## config.mk

```make
export PLATFORM = sky130hd
export DESIGN_NAME = uart_transmitter
export DESIGN_NICKNAME = d
export VERILOG_FILES = /design/src/rtl/uart_transmitter.sv
export SDC_FILE = /design/constraint.sdc
export NUM_CORES = 1
export LEC_CHECK = 0
export CORE_ASPECT_RATIO = 0.6
export CORE_MARGIN = 1
export CORE_UTILIZATION = 60
export DETAILED_ROUTE_END_ITERATION = 16
export MAX_ROUTING_LAYER = met4
export PLACE_DENSITY = 0.79
export SLEW_MARGIN = 20
export SYNTH_ARGS = -nofsm -noshare
export SYNTH_HDL_FRONTEND = slang
export SYNTH_SLANG_ARGS = --single-unit
export TNS_END_PERCENT = 50
```

## constraint.sdc

```tcl
create_clock -name clk -period 2.1 [get_ports clk]
set_clock_uncertainty 0.2 [all_clocks]
set_input_delay 0.42 -clock clk [delete_from_list [all_inputs] [get_ports clk]]
set_output_delay 0.42 -clock clk [all_outputs]
set_load 0.005 [all_outputs]
```

## src/rtl/uart_transmitter.sv

```systemverilog
// rtl/uart_transmitter.sv - FIFO-fed 8N1 UART transmitter with 16x prescaler timing
// Bytes queue in a small write FIFO and are serialised LSB-first behind a start bit.
module uart_transmitter #(
  parameter int PRESCALER_WIDTH = 9,
  parameter int LIMIT           = 326,
  parameter int DBITS           = 8,
  parameter int SBITS           = 1,
  parameter int FIFO_DEPTH      = 4
) (
  input  logic             clk,
  input  logic             reset,
  input  logic [DBITS-1:0] data_in,
  input  logic             wr_en,
  output logic             tx_full,
  output logic             tx_busy,
  output logic             tx_done,
  output logic             tx
);

  localparam int AW = $clog2(FIFO_DEPTH);
  localparam int NW = (DBITS > 1) ? $clog2(DBITS) : 1;
  localparam logic [PRESCALER_WIDTH-1:0] PRE_LAST   = PRESCALER_WIDTH'(LIMIT - 1);
  localparam logic [NW-1:0]              DATA_LAST  = NW'(DBITS - 1);
  localparam logic [NW-1:0]              STOP_LAST  = NW'(SBITS - 1);
  localparam logic [AW:0]                COUNT_FULL = (AW + 1)'(FIFO_DEPTH);

  typedef enum logic [1:0] {
    S_IDLE  = 2'd0,
    S_START = 2'd1,
    S_DATA  = 2'd2,
    S_STOP  = 2'd3
  } state_t;

  logic [1:0]                 r_rst_sync;
  logic                       w_rst_n;

  logic [DBITS-1:0]           r_mem [FIFO_DEPTH];
  logic [AW-1:0]              r_wptr;
  logic [AW-1:0]              r_rptr;
  logic [AW:0]                r_count;
  logic                       w_push;
  logic                       w_pop;
  logic                       w_empty;

  state_t                     r_state;
  state_t                     w_state_nxt;

  logic [PRESCALER_WIDTH-1:0] r_presc;
  logic [3:0]                 r_tcnt;
  logic                       w_tick;
  logic                       w_bit_end;

  logic [DBITS-1:0]           r_sh;
  logic [NW-1:0]              r_n;

  logic                       w_tx_nxt;
  logic                       w_frame_end;
  logic                       r_tx;
  logic                       r_done_pre;
  logic                       r_done;

  // Assertion is immediate; release reaches the core two clocks later.
  always_ff @(posedge clk or negedge reset) begin
    if (!reset) begin
      r_rst_sync <= 2'b00;
    end else begin
      r_rst_sync <= {r_rst_sync[0], 1'b1};
    end
  end

  assign w_rst_n = r_rst_sync[1];

  assign w_empty = (r_count == '0);
  assign tx_full = (r_count == COUNT_FULL);
  assign w_push  = wr_en && !tx_full;

  always_ff @(posedge clk) begin
    if (w_push) begin
      r_mem[r_wptr] <= data_in;
    end
  end

  always_ff @(posedge clk or negedge w_rst_n) begin
    if (!w_rst_n) begin
      r_wptr  <= '0;
      r_rptr  <= '0;
      r_count <= '0;
    end else begin
      if (w_push) begin
        r_wptr <= r_wptr + 1'b1;
      end
      if (w_pop) begin
        r_rptr <= r_rptr + 1'b1;
      end
      case ({w_push, w_pop})
        2'b10:   r_count <= r_count + 1'b1;
        2'b01:   r_count <= r_count - 1'b1;
        default: r_count <= r_count;
      endcase
    end
  end

  assign w_tick    = (r_presc == PRE_LAST);
  assign w_bit_end = w_tick && (r_tcnt == 4'hF);

  // Held at zero while idle so every bit of a frame is a full 16*LIMIT clocks.
  always_ff @(posedge clk or negedge w_rst_n) begin
    if (!w_rst_n) begin
      r_presc <= '0;
      r_tcnt  <= '0;
    end else if (r_state == S_IDLE) begin
      r_presc <= '0;
      r_tcnt  <= '0;
    end else begin
      r_presc <= w_tick ? '0 : r_presc + 1'b1;
      if (w_tick) begin
        r_tcnt <= r_tcnt + 1'b1;
      end
    end
  end

  always_ff @(posedge clk or negedge w_rst_n) begin
    if (!w_rst_n) begin
      r_state <= S_IDLE;
    end else begin
      r_state <= w_state_nxt;
    end
  end

  always_comb begin
    w_state_nxt = r_state;
    case (r_state)
      S_IDLE: begin
        if (!w_empty) begin
          w_state_nxt = S_START;
        end
      end
      S_START: begin
        if (w_bit_end) begin
          w_state_nxt = S_DATA;
        end
      end
      S_DATA: begin
        if (w_bit_end && (r_n == DATA_LAST)) begin
          w_state_nxt = S_STOP;
        end
      end
      S_STOP: begin
        if (w_bit_end && (r_n == STOP_LAST)) begin
          w_state_nxt = S_IDLE;
        end
      end
      default: w_state_nxt = S_IDLE;
    endcase
  end

  always_comb begin
    w_tx_nxt    = 1'b1;
    w_pop       = 1'b0;
    w_frame_end = 1'b0;
    case (r_state)
      S_IDLE:  w_pop       = !w_empty;
      S_START: w_tx_nxt    = 1'b0;
      S_DATA:  w_tx_nxt    = r_sh[0];
      S_STOP:  w_frame_end = w_bit_end && (r_n == STOP_LAST);
      default: w_tx_nxt    = 1'b1;
    endcase
  end

  // r_n indexes data bits in DATA and stop bits in STOP.
  always_ff @(posedge clk or negedge w_rst_n) begin
    if (!w_rst_n) begin
      r_sh <= '0;
      r_n  <= '0;
    end else begin
      case (r_state)
        S_IDLE: begin
          if (w_pop) begin
            r_sh <= r_mem[r_rptr];
          end
          r_n <= '0;
        end
        S_START: begin
          if (w_bit_end) begin
            r_n <= '0;
          end
        end
        S_DATA: begin
          if (w_bit_end) begin
            r_sh <= r_sh >> 1;
            r_n  <= (r_n == DATA_LAST) ? '0 : r_n + 1'b1;
          end
        end
        S_STOP: begin
          if (w_bit_end) begin
            r_n <= (r_n == STOP_LAST) ? '0 : r_n + 1'b1;
          end
        end
        default: r_n <= '0;
      endcase
    end
  end

  // Line and done are both one register behind the state so done marks the end of the stop bit on tx.
  always_ff @(posedge clk or negedge w_rst_n) begin
    if (!w_rst_n) begin
      r_tx       <= 1'b1;
      r_done_pre <= 1'b0;
      r_done     <= 1'b0;
    end else begin
      r_tx       <= w_tx_nxt;
      r_done_pre <= w_frame_end;
      r_done     <= r_done_pre;
    end
  end

  assign tx      = r_tx;
  assign tx_done = r_done;
  assign tx_busy = !w_empty || (r_state != S_IDLE) || r_done_pre || r_done;

endmodule

```

Fig. 1: run 1, met3 routing
Scale: 4 px per um. Cells faint in the background.
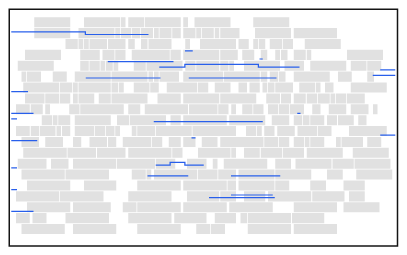
19 nets have wire on it. The longest straight run is 26.9 um. The layer holds 4.3% of the routed length. The layer carries 254 um of wire. The wires run mostly horizontal.

Fig. 2: run 1, clock routing
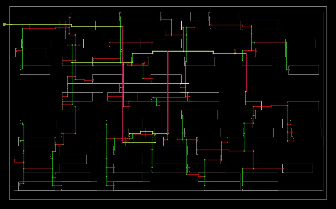
Skew-Pair Late Insertion Delay: 0.33 ns
CTS buffer count: 9
CLK BUF: 11
Power Clock: 0.995 mW

Fig. 3: run 1, supply network
Scale: 4 px per um. Pins as bars on the die edge. Tap cells in grey.
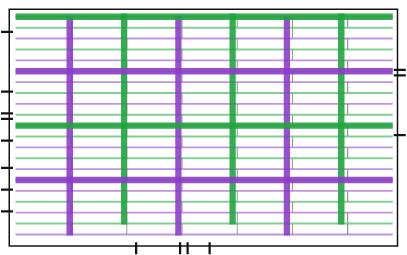
Key: purple = VSS; green = VDD
4 straps on met5. The core has 20 rows.

==> Slide: Implementation Results, run 1 <==
Physical Implementation Snapshot

Outcome
  – Outcome: finished, violations left
  – Failing checks: setup timing

Drt
  – Wire per inst: 17.4 um
  – Post-DRT Antenna Nets: 0

Global routing
  – Pin count of the biggest net entering global routing: 35
  – Global-route wire length before repair: 9700 um
  – Vias in the first global route: 1912
  – Antenna violations before repair: 0

Critical path
  – CP endpoint kind: register
  – CP startpoint kind: register
  – Crit path max fanout: 3
  – Critical R2R Launch: r_count[0]

Floorplanning
  – Ports: 15
  – Die height: 58.8 um

Pwr
  – Leakage: 1.69 nW

STA
  – Final Cycle Share: 1.03
  – Setup TNS: -0.110 ns
  – RSZ-0062 raised after global routing: true
  – Final WS setup: -0.0678 ns
  – Hold Fails Final Rpt: 0
  – Final setup vio count: 2
  – Slew Viols, Final: 0
  – WHS: 0.0371 ns

Clock network
  – Root Driver: clkbuf_8
  – Clock Path Buffers: 2
  – Clock Pin Slew Worst Setup and Hold Paths: 0.07 ns

Logic synthesis
  – Top cells by area: edfxtp_1 30%, dfrtp_1 29%, ha_1 6.2%, mux4_2 4.2%, mux2_4 3.3%
  – Post-Synthesis Cells: 218
  – Synth unique cells: 44
  – Post-synth area from yosys stat: 3230 um^2
  – Sequential-to-total area share from yosys stat: 0.592

Finish
  – Area grow syn2layout: 24.6%
  – Top cells excl fill/tap: 36 x dfrtp_1, 32 x edfxtp_1, 26 x buf_4, 16 x nor2_1, 13 x ha_1
  – Ant. Diodes: 0

Placed design
  – DP Cell Count: 321
  – Placement Cell Area: 3730 um^2
run 1: layout make-up:
type / instances / area, um^2 / area share
tap: 66 / 82.6 / 0.0205
multi-input combinational: 130 / 1330 / 0.330
inverter: 13 / 53.8 / 0.0134
sequential: 70 / 1910 / 0.476
clock inverter: 5 / 50.0 / 0.0124
clock buffer: 11 / 131 / 0.0327
timing repair buffer: 48 / 462 / 0.115
run 1: flip-flops by register name, indices dropped and copies added, names as in the netlist, 3 cells and up:
signal / cells
r_tcnt: 4
r_count: 3
r_sh: 8
r_mem: 32
r_presc: 9
r_n: 3
run 1: power by group:
part	internal, mW	switching, mW
Combinational	0.370	0.321
Clock	0.539	0.456
Sequential	1.63	0.0992
run 1: cell usage after synthesis, drive strengths merged:
library cell and count:
inv 13, and4 1, xor2 10, nand3 7
clkbuf 4, fa 1, dfrtp 37, or3 2
edfxtp 32, and3 2, a2111oi 1, nand4 3
and4b 1, dfstp 1, nor2b 3, xnor2 6
nor3 4, buf 1, nand4bb 2, o211ai 1
mux2i 5, o31ai 1, mux2 16, and2 4
nor2 17, nand2 6, a21oi 2, and4bb 2
conb 1, o221a 1, nand2b 3, o21bai 1
o21ai 2, ha 16, mux4 8, o311a 1
run 1: stage by stage:
stage	setup WS [ns]	total power [mW]
2_1_floorplan	-0.0172	2.00
3_3_place_gp	-0.121	2.32
3_5_place_dp	-0.175	2.36
4_1_cts	-0.102	3.39
5_1_grt	-0.147	3.57
6_report	-0.0678	3.41
run 1: cell families (layout without fill, tap and decap cells):
group | after synthesis | count (layout) | synth area share
flops | 70 | 70 | 0.592
simple gates | 57 | 57 | 0.104
mux | 29 | 29 | 0.138
buf+inv | 18 | 77 | 0.0232
fa+ha+maj | 17 | 17 | 0.0682
xor+xnor | 16 | 16 | 0.0434
compound gates | 10 | 10 | 0.0298
other cells | 1 | 1 | 0.00116
run 1: critical path, stage by stage (launching register included):
cell     delay, ns
dfrtp_2       0.44
buf_6         0.15
inv_4         0.05
and3_4        0.19
nor2b_4       0.04
inv_2         0.06
ha_4          0.13
inv_2         0.04
fa_2          0.35
xor2_1        0.17
nor2_1        0.13
xor2_1        0.15
run 1: layer usage:
metal	track usage	up-vias	wire (um)	share of wire
met5	-	-	0	0
met4	0.0959	0	109	0.018
met3	0.0653	10	254	0.043
met2	0.349	34	2630	0.44
met1	0.334	928	2970	0.50
li1	-	891	-	-
run 1: worst max path at each step:
stage                     from    endpoint  cells after the start
floorplan           r_state[1]  r_count[2]                     11
global placement         wr_en  r_count[2]                      9
detailed placement       wr_en  r_count[2]                      9
CTS                 r_count[0]     tx_busy                      4
global route        r_count[1]  r_count[2]                     11
finish              r_count[0]  r_count[2]                     11
run 1: timing repair:
item,in CTS,in global routing
hold buffers,1,0
cloned,0,0
endpoints found under the hold margin,2,0
pin swaps,6,8
buffers inserted,3,2
gates resized,10,15
endpoints found under the setup margin,5,14
--- run 2 (diff from run 1) ---
CTS_CLUSTER_SIZE = 28   (was unset)
==> Slide: Implementation Results, run 2 <==
Physical Implementation Snapshot

STA
  – Hold Fails Final Rpt: 0
  – Final WS setup: -0.0678 ns
  – Final setup vio count: 2
  – Final Cycle Share: 1.03
  – Setup TNS: -0.110 ns

Floorplanning
  – Ports: 15

Logic synthesis
  – Top cells by count, synth: 37 x dfrtp_1, 32 x edfxtp_1, 16 x ha_1, 16 x nor2_1, 13 x inv_1
  – Synth unique cells: 44
  – Post-Synthesis Cells: 218
  – Post-synth EDFFs: 32
  – Top-count cell post-synth: dfrtp_1
  – Top comb family, area: multiplexers
  – Post-synth area from yosys stat: 3230 um^2
  – Mux frac, synth: 0.138
  – Xor/xnor share of the synthesized area: 0.0434
  – Complex Gates by Area: 0.0298
  – Post-Synth Simple-Gate Area: 0.104

Pwr
  – Leakage: 1.69 nW

Clock network
  – Root Driver: clkbuf_8
  – Skew-Pair Late Insertion Delay: 0.33 ns
  – CTS buffer count: 9
  – Clock Path Buffers: 2

Critical path
  – Critical path startpoint: r_count[0]
  – Critical R2R Launch: r_count[0]
  – Max stage delay on crit path: 0.44 ns
  – CP Cell Sequence: buf_6 > inv_4 > and3_4 > nor2b_4 > inv_2 > ha_4 > inv_2 > fa_2 > xor2_1 > nor2_1 > xor2_1
  – Crit path max fanout: 3
  – Slowest cell on the critical path: dfrtp_2
  – CP startpoint kind: register
  – CP endpoint kind: register

Global routing
  – Pin count of the biggest net entering global routing: 35
  – Vias in the first global route: 1912
  – Antenna violations before repair: 0

Placed design
  – Post-placement worst setup slack: -0.175 ns

Outcome
  – Outcome: finished, violations left
  – Failing checks: setup timing

Finish
  – Ant. Diodes: 0
  – Register bank with the most flops: r_mem
[run 2: cell counts after synthesis]
Identical to the previous run, type by type.
[run 2: logic make-up (layout without fill, tap and decap cells)]
kind of cell,after synthesis,count (layout)
other cells,1,1
xor+xnor,16,16
fa+ha+maj,17,17
simple gates,57,57
compound gates,10,10
flops,70,70
buf+inv,18,77
mux,29,29
[run 2: report_power, final]
part / total (mW) / internal [mW] / switching, mW
Clock: 0.995 / 0.539 / 0.456
Combinational: 0.692 / 0.370 / 0.321
Sequential: 1.73 / 1.63 / 0.0992
Total: 3.41 / 2.54 / 0.877
[run 2: what timing repair did]
action                                 CTS  global route
endpoints found under the hold margin    2             0
setup endpoints to repair                5            14
setup buffers                            3             2
pin swaps                                6             8
resized                                 10            15
hold buffers                             1             0
[run 2: worst paths after layout]
kind | cells past startpoint | slack, ns | endpoint
max | 11 | -0.07 | r_count[2]
min | 1 | 0.04 | r_rst_sync[0]
max reg2reg | 11 | -0.07 | r_count[2]
min reg2reg | 1 | 0.14 | r_rptr[1]
max in group asynchronous | 1 | 1.14 | r_wptr[0]
min in group clk | 0 | 0.16 | r_rst_sync[1]
[run 2: critical path, delay by kind of cell (launching register included)]
| kind | cells | cell delay [ns] |
|---|---|---|
| adder cells (fa/ha/maj) | 2 | 0.48 |
| flip-flops | 1 | 0.44 |
| AND/OR/NAND/NOR | 3 | 0.36 |
| XOR/XNOR | 2 | 0.32 |
| buffers and inverters | 4 | 0.30 |
[run 2: through the flow]
stage	cell area, um^2	total power, mW	cells	hold slack, ns	utilization
detailed placement	3730	2.36	321	-0.153	0.727
floorplan	3270	2.00	218	-0.0756	-
global route	4020	3.57	343	0.0368	0.784
global placement	3730	2.32	321	-0.163	0.727
finish	4020	3.41	343	0.0371	0.784
CTS	3970	3.39	341	0.0222	0.773
[run 2: layout make-up]
cell class              instances  area, um^2  share of cell area
clock inverters                 5        50.0              0.0124
multi-input cells             130        1330               0.330
inverters                      13        53.8              0.0134
repair buffers                 48         462               0.115
flip-flops and latches         70        1910               0.476
clock buffers                  11         131              0.0327
well taps                      66        82.6              0.0205
[run 2: metal layers]
metal,track usage,up-vias,share of wire,wire [um]
li1,-,891,-,-
met4,0.0959,0,0.018,109
met2,0.349,34,0.44,2630
met5,-,-,0,0
met3,0.0653,10,0.043,254
met1,0.334,928,0.50,2970
Fig. 4: run 2, clock routing
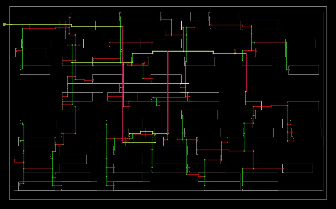
flop count: 70
clock sinks: 70

Power figures rest on the tool's default switching activity, not on a simulated workload.
